===== config.mk =====
export PLATFORM = sky130hd
export DESIGN_NAME = sdiv_sequencer
export DESIGN_NICKNAME = d
export VERILOG_FILES = /design/src/rtl/sdiv_pkg.sv /design/src/rtl/sign_mag32.sv /design/src/rtl/sdiv_sequencer.sv
export SDC_FILE = /design/constraint.sdc
export NUM_CORES = 1
export LEC_CHECK = 0
export CAP_MARGIN = 20
export CORE_MARGIN = 4
export CORE_UTILIZATION = 35
export CTS_BUF_LIST = sky130_fd_sc_hd__clkbuf_4
export CTS_CLUSTER_DIAMETER = 30
export DETAILED_ROUTE_END_ITERATION = 10
export GPL_TIMING_DRIVEN = 0
export PLACE_DENSITY_LB_ADDON = 0.2
export SLEW_MARGIN = 20
export SYNTH_ARGS = -nofsm -noshare
export SYNTH_HDL_FRONTEND = slang
export SYNTH_SLANG_ARGS = --single-unit

===== constraint.sdc =====
create_clock -name clock -period 5.2 [get_ports clock]
set_input_delay 1.3 -clock clock [delete_from_list [all_inputs] [get_ports clock]]
set_output_delay 1.3 -clock clock [all_outputs]
set_load 0.1 [all_outputs]

===== src/rtl/sdiv_pkg.sv =====
// Shared types and constants for the signed divide front-end (sdiv_sequencer).
package sdiv_pkg;

  typedef enum logic [2:0] {
    IDLE,
    LAUNCH,
    WAIT,
    FIX,
    DONE
  } state_e;

  localparam logic [31:0] INT_MIN = 32'h8000_0000;
  localparam logic [31:0] NEG_ONE = 32'hFFFF_FFFF;
  localparam int DIV_TIMEOUT_DEF = 64;

endpackage


===== src/rtl/sign_mag32.sv =====
// Conditional 32-bit two's-complement negate; 0x80000000 negates to itself.
module sign_mag32 (
  input  logic [31:0] in_i,
  input  logic        neg_i,
  output logic [31:0] out_o
);

  assign out_o = neg_i ? (~in_i + 32'd1) : in_i;

endmodule


===== src/rtl/sdiv_sequencer.sv =====
// Signed front-end for the unsigned iterative divider: magnitude conversion,
// launch, sign fix-up and exception flags. SDIV_WATCHDOG_EN adds a WAIT timeout.
module sdiv_sequencer
  import sdiv_pkg::*;
#(
  parameter int DIV_TIMEOUT = DIV_TIMEOUT_DEF
) (
  input  logic        clock,
  input  logic        reset_n,
  input  logic [31:0] data_operandA,
  input  logic [31:0] data_operandB,
  input  logic        ctrl_DIV,
  output logic [31:0] data_result,
  output logic        data_exception,
  output logic        data_resultRDY,
  output logic        busy,
  output logic [31:0] div_operandA,
  output logic [31:0] div_operandB,
  output logic        div_start,
  input  logic [31:0] div_result,
  input  logic        div_resultRDY,
  input  logic        div_exception
);

  state_e      state_q, state_d;
  logic        sign_q, sign_d;
  logic [31:0] opa_q, opa_d;
  logic [31:0] opb_q, opb_d;
  logic [31:0] quo_q, quo_d;
  logic        dexc_q, dexc_d;
  logic [31:0] res_q, res_d;
  logic        exc_q, exc_d;
  logic        rdy_q;
  logic        first_q;
  logic        timeout;

  logic [31:0] mag_a, mag_b, fix_res;

  sign_mag32 u_mag_a (.in_i(data_operandA), .neg_i(data_operandA[31]), .out_o(mag_a));
  sign_mag32 u_mag_b (.in_i(data_operandB), .neg_i(data_operandB[31]), .out_o(mag_b));
  sign_mag32 u_fix   (.in_i(quo_q),         .neg_i(sign_q),            .out_o(fix_res));

`ifdef SDIV_WATCHDOG_EN
  localparam int CW = $clog2(DIV_TIMEOUT + 1);
  logic [CW-1:0] cnt_q;

  // Counts completed WAIT cycles; cleared while launching.
  always_ff @(posedge clock or negedge reset_n) begin
    if (!reset_n)              cnt_q <= '0;
    else if (state_q == LAUNCH) cnt_q <= '0;
    else if (state_q == WAIT)   cnt_q <= cnt_q + CW'(1);
  end

  assign timeout = (cnt_q == CW'(DIV_TIMEOUT - 1));
`else
  assign timeout = 1'b0;
`endif

  always_comb begin
    state_d = state_q;
    sign_d  = sign_q;
    opa_d   = opa_q;
    opb_d   = opb_q;
    quo_d   = quo_q;
    dexc_d  = dexc_q;
    res_d   = res_q;
    exc_d   = exc_q;
    case (state_q)
      IDLE: begin
        if (ctrl_DIV) begin
          sign_d = data_operandA[31] ^ data_operandB[31];
          opa_d  = mag_a;
          opb_d  = mag_b;
          if (data_operandB == '0) begin
            res_d   = '0;
            exc_d   = 1'b1;
            state_d = DONE;
          end else if (data_operandA == INT_MIN && data_operandB == NEG_ONE) begin
            res_d   = INT_MIN;
            exc_d   = 1'b1;
            state_d = DONE;
          end else begin
            state_d = LAUNCH;
          end
        end
      end
      LAUNCH: state_d = WAIT;
      WAIT: begin
        // A ready seen in the first WAIT cycle may belong to a previous operation.
        if (!first_q && div_resultRDY) begin
          quo_d   = div_result;
          dexc_d  = div_exception;
          state_d = FIX;
        end else if (timeout) begin
          res_d   = '0;
          exc_d   = 1'b1;
          state_d = DONE;
        end
      end
      FIX: begin
        res_d   = fix_res;
        exc_d   = dexc_q;
        state_d = DONE;
      end
      DONE:    state_d = IDLE;
      default: state_d = IDLE;
    endcase
  end

  always_ff @(posedge clock or negedge reset_n) begin
    if (!reset_n) begin
      state_q <= IDLE;
      sign_q  <= 1'b0;
      opa_q   <= '0;
      opb_q   <= '0;
      quo_q   <= '0;
      dexc_q  <= 1'b0;
      res_q   <= '0;
      exc_q   <= 1'b0;
      rdy_q   <= 1'b0;
      first_q <= 1'b0;
    end else begin
      state_q <= state_d;
      sign_q  <= sign_d;
      opa_q   <= opa_d;
      opb_q   <= opb_d;
      quo_q   <= quo_d;
      dexc_q  <= dexc_d;
      res_q   <= res_d;
      exc_q   <= exc_d;
      rdy_q   <= (state_q == DONE);
      first_q <= (state_q == LAUNCH);
    end
  end

  assign data_result    = res_q;
  assign data_exception = exc_q;
  assign data_resultRDY = rdy_q;
  assign busy           = (state_q != IDLE);
  assign div_operandA   = opa_q;
  assign div_operandB   = opb_q;
  assign div_start      = (state_q == LAUNCH);

endmodule


==> results.txt <==
Notes from the flow run.

Critical path:
- The critical path goes through clkdlybuf4s50_1, inv_1, ha_1, or3b_1, nor3_1, nand3_1, nor3_2, o22ai_2, clkbuf_1, o2bb2ai_1.
- The run puts the maximum fanout along the worst path at 10.
- On the critical path, the stage with the largest delay is an instance of sky130_fd_sc_hd__nor3_1.
- For the worst setup path, the data arrival time is 4380 ps.
- The run gives the worst setup path category as input pin to flip-flop.

Synthesis:
- The run gives the mux contribution to synthesized area as 5.772%.
- Counting flops with a built-in enable in the synthesized netlist gives 0.
- Synthesis produced a netlist whose cell count is 673.
- The cell-mix breakdown from Yosys lists the compound-gate area share as 16.27%.

Run status:
- The flow ran to the end, and the final reports show no timing, DRC or antenna violations.

Floorplan:
- After floorplanning, the core was divided into 51 placement rows.
- The run gives the core area as 0.01953 mm².
- In this run the vertical extent of the chip is 149.0 µm.
- The run puts the die outline width at 149.0 µm.

GRT:
- Entering global routing, the biggest net connects 71 pins.

Final timing:
- For reference, the final report shows the hold violation count at 0.

Clock network:
- TritonCTS built the clock tree.
- Buffers added to address setup during post-CTS repair amount to 0.
- The run gives the insertion delay at the late pin of the worst-skew pair as 550 ps.

Run:
- The run puts the max-cap check violation count at 0.

Layout:
- The run gives the combinational cell area excluding buffers and inverters as 0.003339 mm².
## flip-flops by register name (all words and copies together), names as in the netlist
| name | cells |
|---|---|
| data_exception | 1 |
| data_result | 32 |
| data_resultRDY | 1 |
| dexc_q | 1 |
| div_operandA | 32 |
| div_operandB | 32 |
| first_q | 1 |
| quo_q | 32 |
| sign_q | 1 |
| state_q | 3 |
## worst paths after layout
path                                         startpoint                           end  cells past startpoint
setup / recovery                       data_operandA[0]    data_result[4]$_DFFE_PN0P_                     10
hold / removal             div_operandB[25]$_DFFE_PN0P_  div_operandB[25]$_DFFE_PN0P_                      2
setup reg to reg                  quo_q[24]$_DFFE_PN0P_   data_result[31]$_DFFE_PN0P_                      6
hold reg to reg            div_operandB[25]$_DFFE_PN0P_  div_operandB[25]$_DFFE_PN0P_                      2
max in group asynchronous                       reset_n  div_operandA[10]$_DFFE_PN0P_                      2
min in group asynchronous                       reset_n  div_operandB[17]$_DFFE_PN0P_                      1
## final cells by class
type,instances,share of cell area (%)
Sequential cell,136,35.37
Tap cell,265,3.446
Clock inverter,15,1.951
Buffer,38,1.847
Timing Repair Buffer,199,20.94
Clock buffer,17,1.326
Multi-Input combinational cell,489,34.71
Inverter,10,0.3901
Antenna cell,1,0.02601
## layer usage
layer  wire length [µm]  up-vias  global-route usage (%)
met4                144        0                   4.211
li1                   -     2878                       -
met1               8973     2839                   24.74
met3               1667        7                   6.776
met2               9830      178                   30.23
met5                  0        -                       0
## worst register-to-register path: cells and delay by family (launching register included)
kind / cells / cell delay [ps]
and+or+nand+nor: 3 / 1570
AOI/OAI and AO/OA: 3 / 620
DFF: 1 / 440
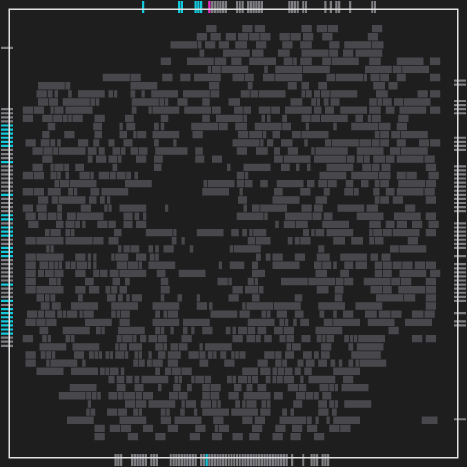
Fig. 1. I/O pins on the die edge.
Scale: 3 px per µm. Pins as bars across the die edge, other pins in gray.
legend:
  cyan:
    port: div_operandA
    pins: 32
    direction: output
    edge: 25 west, 6 north, 1 south
  magenta:
    port: data_exception
    pins: 1
    direction: output
    edge: north

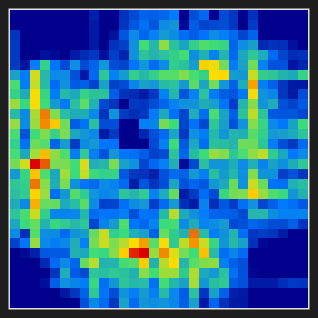
Fig. 2. Wiring heat map.
Scale: 2 px per µm. 30 x 30 tiles, from dark blue (low) to red (high), scaled to the fullest tile. Values are wire area over tile area, all layers added.
tiles over half the peak: 16%
mean over tiles: 0.15
emptiest ninth of the die: south-east
fullest tile: 0.51
nearly empty tiles: 14%

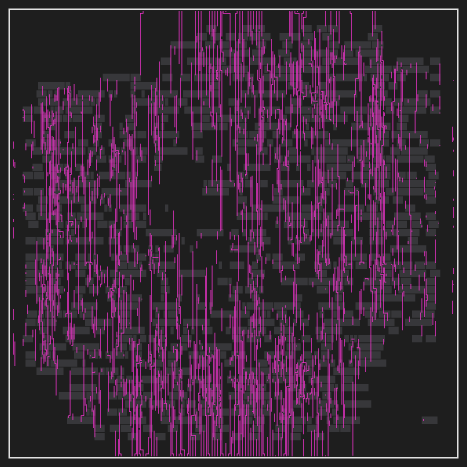
Fig. 3. Met2 routing.
Scale: 3 px per µm. Cells faint in the background.
longest straight run: 47.9 µm
share of all routed wire: 48%
wire length on this layer: 9830 µm
nets with wire on the layer: 829
main direction: vertical
vias post-DR: 5902
total wirelength of the detailed-routed design: 20.62 mm
met2 capacity usage during global routing: 30.23%

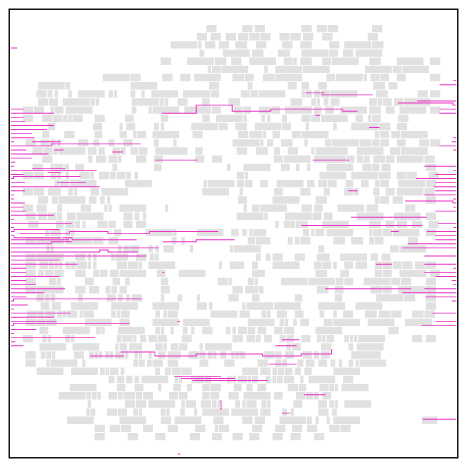
Fig. 4. The metal 3 layer.
Scale: 3 px per µm. Cells faint in the background.
nets with wire on the layer: 132
main direction: horizontal
share of all routed wire: 8.1%

